<file path="src/rtl/multi_blink_pkg.sv">
// multi_blink_pkg: shared mode encoding, register field positions and status address
package multi_blink_pkg;
    typedef enum logic [1:0] {
        MODE_OFF     = 2'b00,
        MODE_ON      = 2'b01,
        MODE_BLINK   = 2'b10,
        MODE_ONESHOT = 2'b11
    } mode_e;
    localparam int MODE_LSB = 16;
    localparam int MODE_MSB = 17;
    localparam logic [4:0] STATUS_ADDR = 5'd31;
endpackage

</file>
<file path="src/rtl/multi_blink_core_channel.sv">
// blink_channel: one LED channel holding its half-period, mode, ms-tick counter and LED flop
module blink_channel
    import multi_blink_pkg::*;
#(
    parameter int PERIOD_W = 16
) (
    input  logic                clk,
    input  logic                reset,
    input  logic                i_we,
    input  logic [PERIOD_W-1:0] i_half,
    input  mode_e               i_mode,
    input  logic                i_tick,
    output logic [PERIOD_W-1:0] o_half,
    output mode_e               o_mode,
    output logic                o_led
);
    logic [PERIOD_W-1:0] r_half, r_cnt, w_half_nx, w_cnt_nx;
    mode_e               r_mode, w_mode_nx;
    logic                r_led, w_led_nx, w_last;
    assign w_last = r_cnt == r_half - PERIOD_W'(1);
    always_comb begin
        w_half_nx = r_half;
        w_mode_nx = r_mode;
        w_cnt_nx  = r_cnt;
        w_led_nx  = r_led;
        if (i_we) begin
            // a write restarts the phase and beats any tick in the same cycle
            w_half_nx = i_half;
            w_mode_nx = i_mode;
            w_cnt_nx  = '0;
            w_led_nx  = i_mode == MODE_ON || (i_mode == MODE_ONESHOT && i_half != '0);
        end else begin
            case (r_mode)
                MODE_OFF: w_led_nx = 1'b0;
                MODE_ON:  w_led_nx = 1'b1;
                default: begin
                    if (r_half == '0) begin
                        w_led_nx = 1'b0;
                        w_cnt_nx = '0;
                    end else if (i_tick) begin
                        w_cnt_nx = w_last ? '0 : r_cnt + 1'b1;
                        if (w_last) begin
                            w_led_nx = r_mode == MODE_BLINK ? ~r_led : 1'b0;
                            if (r_mode == MODE_ONESHOT) w_mode_nx = MODE_OFF;
                        end
                    end
                end
            endcase
        end
    end
    always_ff @(posedge clk) begin
        if (reset) begin
            r_half <= '0;
            r_mode <= MODE_OFF;
            r_cnt  <= '0;
            r_led  <= 1'b0;
        end else begin
            r_half <= w_half_nx;
            r_mode <= w_mode_nx;
            r_cnt  <= w_cnt_nx;
            r_led  <= w_led_nx;
        end
    end
    assign o_half = r_half;
    assign o_mode = r_mode;
    assign o_led  = r_led;
endmodule

</file>
<file path="src/rtl/multi_blink_core.sv">
// multi_blink_core: register-mapped multi-channel LED blinker sharing one ms prescaler
module multi_blink_core
    import multi_blink_pkg::*;
#(
    parameter int N_CH       = 4,
    parameter int PERIOD_W   = 16,
    parameter int CLK_PER_MS = 100_000
) (
    input  logic            clk,
    input  logic            reset,
    input  logic            cs,
    input  logic            read,
    input  logic            write,
    input  logic [4:0]      addr,
    input  logic [31:0]     wr_data,
    output logic [31:0]     rd_data,
    output logic [N_CH-1:0] led_out
);
    localparam int PS_W = $clog2(CLK_PER_MS);
    logic [PS_W-1:0]     r_presc;
    logic                w_tick, w_unused;
    logic [PERIOD_W-1:0] w_half [N_CH];
    mode_e               w_mode [N_CH];
    // reads are side-effect free, and wr_data bits outside the fields are dropped
    assign w_unused = ^{read, wr_data};
    assign w_tick = r_presc == PS_W'(CLK_PER_MS - 1);
    always_ff @(posedge clk) begin
        if (reset) r_presc <= '0;
        else       r_presc <= w_tick ? '0 : r_presc + 1'b1;
    end
    for (genvar i = 0; i < N_CH; i++) begin : g_ch
        blink_channel #(.PERIOD_W(PERIOD_W)) u_ch (
            .clk    (clk),
            .reset  (reset),
            .i_we   (cs && write && addr == 5'(i)),
            .i_half (wr_data[PERIOD_W-1:0]),
            .i_mode (mode_e'(wr_data[MODE_MSB:MODE_LSB])),
            .i_tick (w_tick),
            .o_half (w_half[i]),
            .o_mode (w_mode[i]),
            .o_led  (led_out[i])
        );
    end
    always_comb begin
        rd_data = '0;
        if (addr == STATUS_ADDR) rd_data[N_CH-1:0] = led_out;
        for (int k = 0; k < N_CH; k++) begin
            if (addr == 5'(k)) begin
                rd_data[PERIOD_W-1:0]      = w_half[k];
                rd_data[MODE_MSB:MODE_LSB] = w_mode[k];
            end
        end
    end
endmodule

</file>
<file path="config.mk">
export PLATFORM = sky130hd
export DESIGN_NAME = multi_blink_core
export DESIGN_NICKNAME = d
export VERILOG_FILES = /design/src/rtl/multi_blink_pkg.sv /design/src/rtl/multi_blink_core_channel.sv /design/src/rtl/multi_blink_core.sv
export SDC_FILE = /design/constraint.sdc
export NUM_CORES = 1
export LEC_CHECK = 0
export CORE_ASPECT_RATIO = 0.5
export CORE_MARGIN = 5
export CORE_UTILIZATION = 60
export CTS_CLUSTER_SIZE = 30
export DETAILED_ROUTE_END_ITERATION = 10
export PLACE_DENSITY = 0.9
export SYNTH_ARGS = -nofsm -noshare
export SYNTH_HDL_FRONTEND = slang
export SYNTH_SLANG_ARGS = --single-unit
</file>
<file path="constraint.sdc">
create_clock -name clk -period 6.3 [get_ports clk]
set_input_delay 0.945 -clock clk [delete_from_list [all_inputs] [get_ports clk]]
set_output_delay 0.945 -clock clk [all_outputs]
set_load 0.02 [all_outputs]
</file>
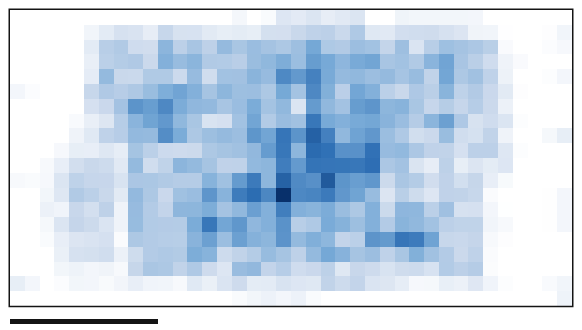
*Signal metal coverage by tile*
Scale bar: 50 microns. 38 x 20 tiles, from white (low) to dark blue (high), scaled to the fullest tile. Values are wire area over tile area, all layers added.
fullest tile: 1.0
densest ninth of the die: center
nearly empty tiles: 24%
tiles over half the peak: 11%
mean over tiles: 0.25
WL/cell: 18.59 microns
Routed WL: 27.80 mm
total global-route track usage: 29.51%
Vias: 9,438

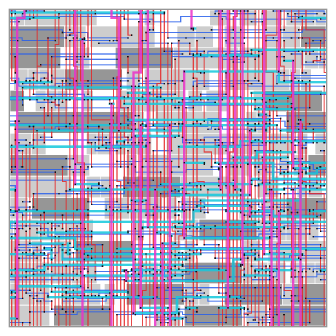
*Zoomed window*
Window x 75 to 115, y 30 to 70 microns. Cells in gray, sequential cells in the stronger gray; small squares are vias.
[blue] met1
[cyan] met3
[red] met2
[magenta] met4
sequential cells in the window: 21
most frequent: nand2_1 (51), a21oi_1 (21), dfxtp_1 (21)
cells with their middle in the window: 146
netlist names of flops here include: `g_ch.u_ch.o_half` (17), `g_ch.u_ch.o_mode` (4)

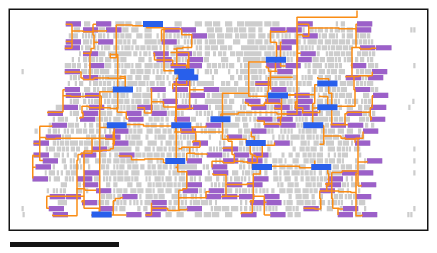
*Routed clock nets over the placement*
Scale bar: 50 microns.
[blue] cells driving clock nets | count: 17
[purple] flip-flops | count: 157
[orange] clock wires | length: 2,110 microns
routed clock nets: 18
clk_lat worst skew: 0.44 ns
Clk. pwr: 1.13 mW
clock share of power: 50.1%

==> flow_summary.json <==
{
  "avgSynthCellArea_sq_um": 7.788,
  "p_int_mw": 1.713,
  "grt_use_met1_pct": 38.57,
  "outcome": "finished clean",
  "dieArea_sq_mm": 0.01908,
  "grt_antenna_before_repair": 0,
  "use_met3_pct": 6.289,
  "area_delta_synth_final_pct": 11.29,
  "drt-pass1-iter-count": 6,
  "period_used_pct": 73.25,
  "crit_chain": "clkdlybuf4s50_1 > nand2_1 > nor2_1 > a22oi_1 > o21ai_0 > clkdlybuf4s50_1",
  "met2_usage_pct": 46.45,
  "cts_tree": "done",
  "slew-limit-headroom_pct": 20.45,
  "fp.dieH_microns": 100.2,
  "cp.arrival_ns": 3.67,
  "hold_buffers": 0,
  "end_kind": "output port",
  "hold_class": "register to register",
  "ys_cells": 1254,
  "syn_area_sq_mm": 0.009766,
  "cts_root_buf": "clkbuf_16",
  "switching_share_pct": 23.79,
  "drc": 0,
  "fmax_mhz": 216.7,
  "num_antenna_cells": 0,
  "yosys.cell_types.count": 77,
  "rsz0062_at_grt": "false",
  "critPathRequiredTime_ns": 5.35,
  "finalHoldViolations": 0,
  "power_frac_seq_pct": 44.6,
  "grt_remaining_overflow": 0,
  "htreeDepth": 4,
  "coreArea_sq_mm": 0.01619,
  "post-cts-setup-buffers": 0,
  "crit_path_frequent_cell": "clkdlybuf4s50_1",
  "tightestPinTransition_ns": 1.189,
  "final_core_utilization_pct": 67.15,
  "xor_area_share_pct": 12.88,
  "final_cell_mix": "nand2_1 (209), dfxtp_1 (157), nor2_1 (119)",
  "nets": 1306,
  "grt_pass1_vias": 8771,
  "warnings": 41,
  "critical-path-slowest-cell": "clkdlybuf4s50_1",
  "ys_sh_adder_pct": 1.153,
  "layout_min_cycle_time_ns": 4.615,
  "routed-wl-met3_mm": 2.843,
  "netlist_instances": 1254,
  "worstSetupStartpointType": "input port",
  "power.group.top": "clock",
  "layout-drive-gt1-share_pct": 6.388,
  "port-buffer-count": 48,
  "viasPerCell": 6.313,
  "critPathLaunch": "addr[0]",
  "setup-tns-final_ns": 0,
  "power_density_mw_per_mm2": 206.9,
  "p_switching_mw": 0.5347,
  "ff2ff_path_depth": 10,
  "final_common_cell": "nand2_1",
  "ant_nets": 0,
  "num_rows": 33,
  "fin_ws_ns": 1.685,
  "dp_slack_ns": 1.750,
  "yosysWarnings": 0,
  "setup_violations": 0,
  "busiest_layer": "met2",
  "maxCapViolations": 0,
  "drt_iter0_drc": 1288,
  "hold_depth": 1,
  "synth_seq_share_pct": 32.18,
  "powerSeq_mw": 1.00,
  "power.leakage_nw": 3.728
}
==> sequential cells by signal (all words and copies together) (netlist names) <==
| name | flops |
|---|---|
| g_ch.u_ch.o_half | 64 |
| g_ch.u_ch.o_led | 4 |
| g_ch.u_ch.o_mode | 8 |
| g_ch.u_ch.r_cnt | 64 |
| r_presc | 17 |
==> metrics by stage <==
stage / area (sq um) / hold WS, ns / total power, mW / instances
2_1_floorplan: 9814 / 0.4175 / 1.102 / 1267
3_3_place_gp: 10240 / 0.4290 / 1.137 / 1463
3_5_place_dp: 10240 / 0.4343 / 1.140 / 1463
4_1_cts: 10870 / 0.4492 / 2.242 / 1495
5_1_grt: 10870 / 0.4737 / 2.309 / 1495
6_report: 10870 / 0.4471 / 2.248 / 1495
==> synthesized netlist by cell type, drive strengths merged, types with 9 or more instances <==
master / instances / share of area, %
mux4: 14 / 3.2
nand2: 209 / 8.0
mux2i: 11 / 1.1
nor2b: 24 / 1.5
o21ai: 29 / 1.6
xnor2: 81 / 7.3
or3: 9 / 0.58
o211ai: 9 / 0.69
nor4: 38 / 2.6
a21oi: 82 / 4.2
and3: 15 / 0.96
ha: 9 / 1.2
nor3: 38 / 2.1
nand2b: 13 / 0.83
nor2: 120 / 4.6
xor2: 60 / 5.4
nand4: 27 / 1.7
a22oi: 9 / 0.69
nand3b: 9 / 0.69
clkbuf: 62 / 2.4
buf: 26 / 1.9
inv: 26 / 1.0
nand3: 48 / 2.5
dfxtp: 157 / 32
==> final cells by class <==
type,count,area share (%)
sequential,157,28.92
multi-input combinational,996,56.77
timing repair buffer,57,4.997
clock inverter,13,1.727
inverter,26,0.8980
clock buffer,19,4.076
tap,227,2.613
No activity file was given, so power comes from the tool's default toggle rates.
